**Sizing map**

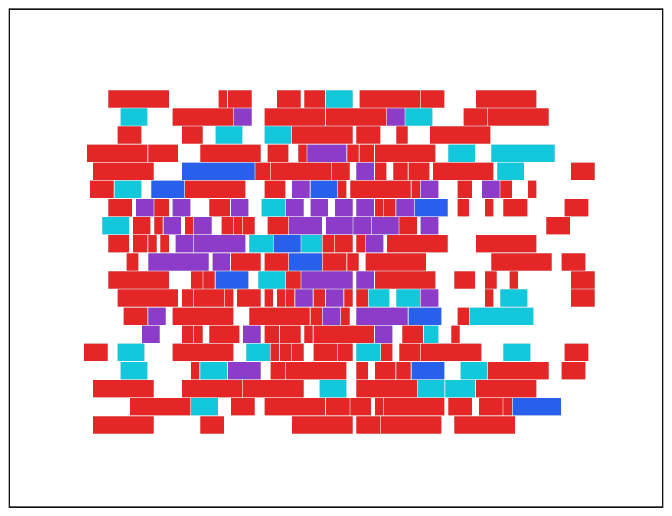
**Clock network drawn from the DEF**

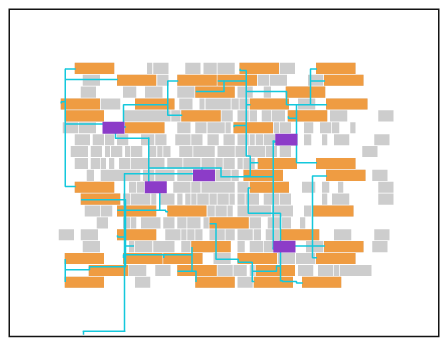
**Cells coloured by class**

Bar = 20 um.
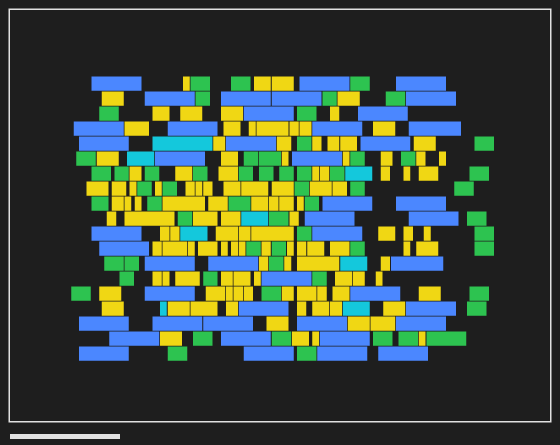
**The metal 1 layer**

Supply wires on this layer in grey.
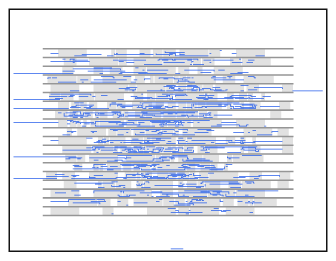
Design vga_timing_gen, sky130hd; sources not shown.
==> Changelog: implementation <==
### Physical design

* Cts hold-fix bufs at 0
* I/O pins at 28
* Slowest stage cell, crit path: or4b_4
* MaxCap Viol Count at 0
* R2R Setup Slk at -0.02 ns
* Layout clock area frac at 0.0413
* Largest net degree at the start of global routing at 46
* WP buf/inv at 0
* Ys cells at 175
* IO Port Bufs at 27
* Inserted Diodes at 0
* Syn Inst Count at 175
* Yosys simple share at 0.172
* Inverters at 9
* Top-area cell share at 0.527
* Clock Path Buffers at 2
* Startpoint Class: register
* CTS resizes at 7
* WHS at 0.296 ns
* Failing checks: negative setup slack
* WP data arrival at about 2.1 ns
* Outcome: finished with violations
* WL/cell at approximately 17 um
* Tap cells at 52
* Clock sinks at 45
* Synth Area in Adders at 0.0307
* Top cells by count: dfrtp_1 (43), mux2_2 (19), nand3_1 (14)
* Stages on worst setup path at 5
* GPL Wtd Cong at 0.921
* Tightest Pin Transition at 0.343 ns
* CTS Buf Count at 5
* Peak Freq at ~0.55 GHz
* Complex Gates by Area at 0.0564
* # Post-CTS Setup Buffers at 4
* Final Net Count at 243
* Final setup viols at 1
* Async S/R FF share, synth at 1.00
* Initial DRT Pass Iterations at 4
* FF-to-FF path depth at 5
* Total internal power at between 1.5 and 2 mW
* Comb gates at about 110
* First-pass GRT wire length at 8010 um
* Fin. Hold Viols at 0
* Switching share of power at 0.272
* Max IR drop VDD at approximately 0.92 mV
* Htree depth at 2
* Largest Pwr Group: sequential cells
* P_comb at approximately 0.64 mW
* Seq share, synth at 0.553
* Yosys warnings at 0
* Chip width at 97.9 um
* Top Layout Cells: dfrtp_1 (43), buf_4 (30), clkdlybuf4s50_1 (26), mux2_2 (19), nand3_1 (12)
* Share of layout cells above drive strength 1 at 0.335
* Setup crit end kind: register
* Vias in the first global route at 1624
* Comb pwr share at 0.243
* Chip area at about 7300 um^2
* Req. time, crit path at just over 2 ns
* WS Path Type: reg2reg
* Iter 0 DRT Violations at roughly 160
* Fraction of area in non-clock buffers at 0.191
* Post-layout period usage at 1.01
* Combinational share of cell area at 0.332
* Remaining antenna violation count at 0
* Dominant logic cell type in the layout: dfrtp_1
* Clk pin slew, worst setup/hold paths at 0.08 ns
* Top Layer Used: met4
* Hpwl dp at 3390 um
* Slew Viols, Final at 0
* Crit path max fanout at 3
* Family with the most delay on the worst path: simple AND/OR/NAND/NOR gates
* Vias per inst at 5.67
* Most frequent cell after synthesis: dfrtp_1
* Max-area cell class: flip-flops and latches
* Root buffer cell: clkbuf_8
* Net Count, Synth at around 180
* Sequential power at 1.23 mW
* Net Switching at 0.722 mW
* Yosys top cell by area: dfrtp_1
* Post-synth regs at 45
* Post-Route Setup TNS at -0.0174 ns
* Biggest area cells: dfrtp_1 (53%), mux2_2 (10%), nand3_1 (3.4%)
* Main synth FF type: dfrtp_1
* Core area at 4020 um^2
* Max incr delay on CP at 0.53 ns
* Final WS setup at -0.0174 ns
* Met2 wire length at 2410 um
* Pwr Total at 2.65 mW
* Slew HR at 0.771
* Logic area at a little over 900 um^2
-- 'sizing map' (at the start) --
Key: blue = _6 and larger [cells 10, share 4.2%, most used clkbuf_8]; cyan = _2 cells [cells 30, share 13%, most used mux2_2]; red = _0 and _1 cells [cells 157, share 67%, most used dfrtp_1]; purple = _3 and _4 cells [cells 39, share 17%, most used buf_4]
Non-clock buffers: 60
Area Growth Syn to Fin: 38.0%
Final Cell Area: 2820 um^2

-- 'clock network drawn from the DEF' (at the start) --
Key: orange = flip-flops [count 45]; purple = clock drivers [count 5]; cyan = clock wires [length 536 um]
There are 6 routed clock nets.
clk_lat worst skew: 0.30 ns
Clk. pwr: 0.785 mW
clock group share of total power: 0.296
worst clock skew: 0.00596 ns

-- 'cells coloured by class' (at the start) --
Key: blue = flops [cells 45, share of their area 41%]; green = other buffers and delay cells [cells 60, share of their area 20%]; yellow = combinational and other logic [cells 123, share of their area 35%]; cyan = clock drivers and dummy loads [cells 8, share of their area 4.2%]
Finished Core Util: 0.701
fraction of area in registers: 0.401
Rows: 19

-- 'the metal 1 layer' (at the start) --
The longest straight run is 29.9 um. The layer carries 2100 um of wire. The wires run mostly horizontal. The layer holds 42% of the routed length.
vias post-DR: 1632
WL final: 5030 um
met1 GRT Util: 0.173

Power is estimated from default activity; no workload was simulated.
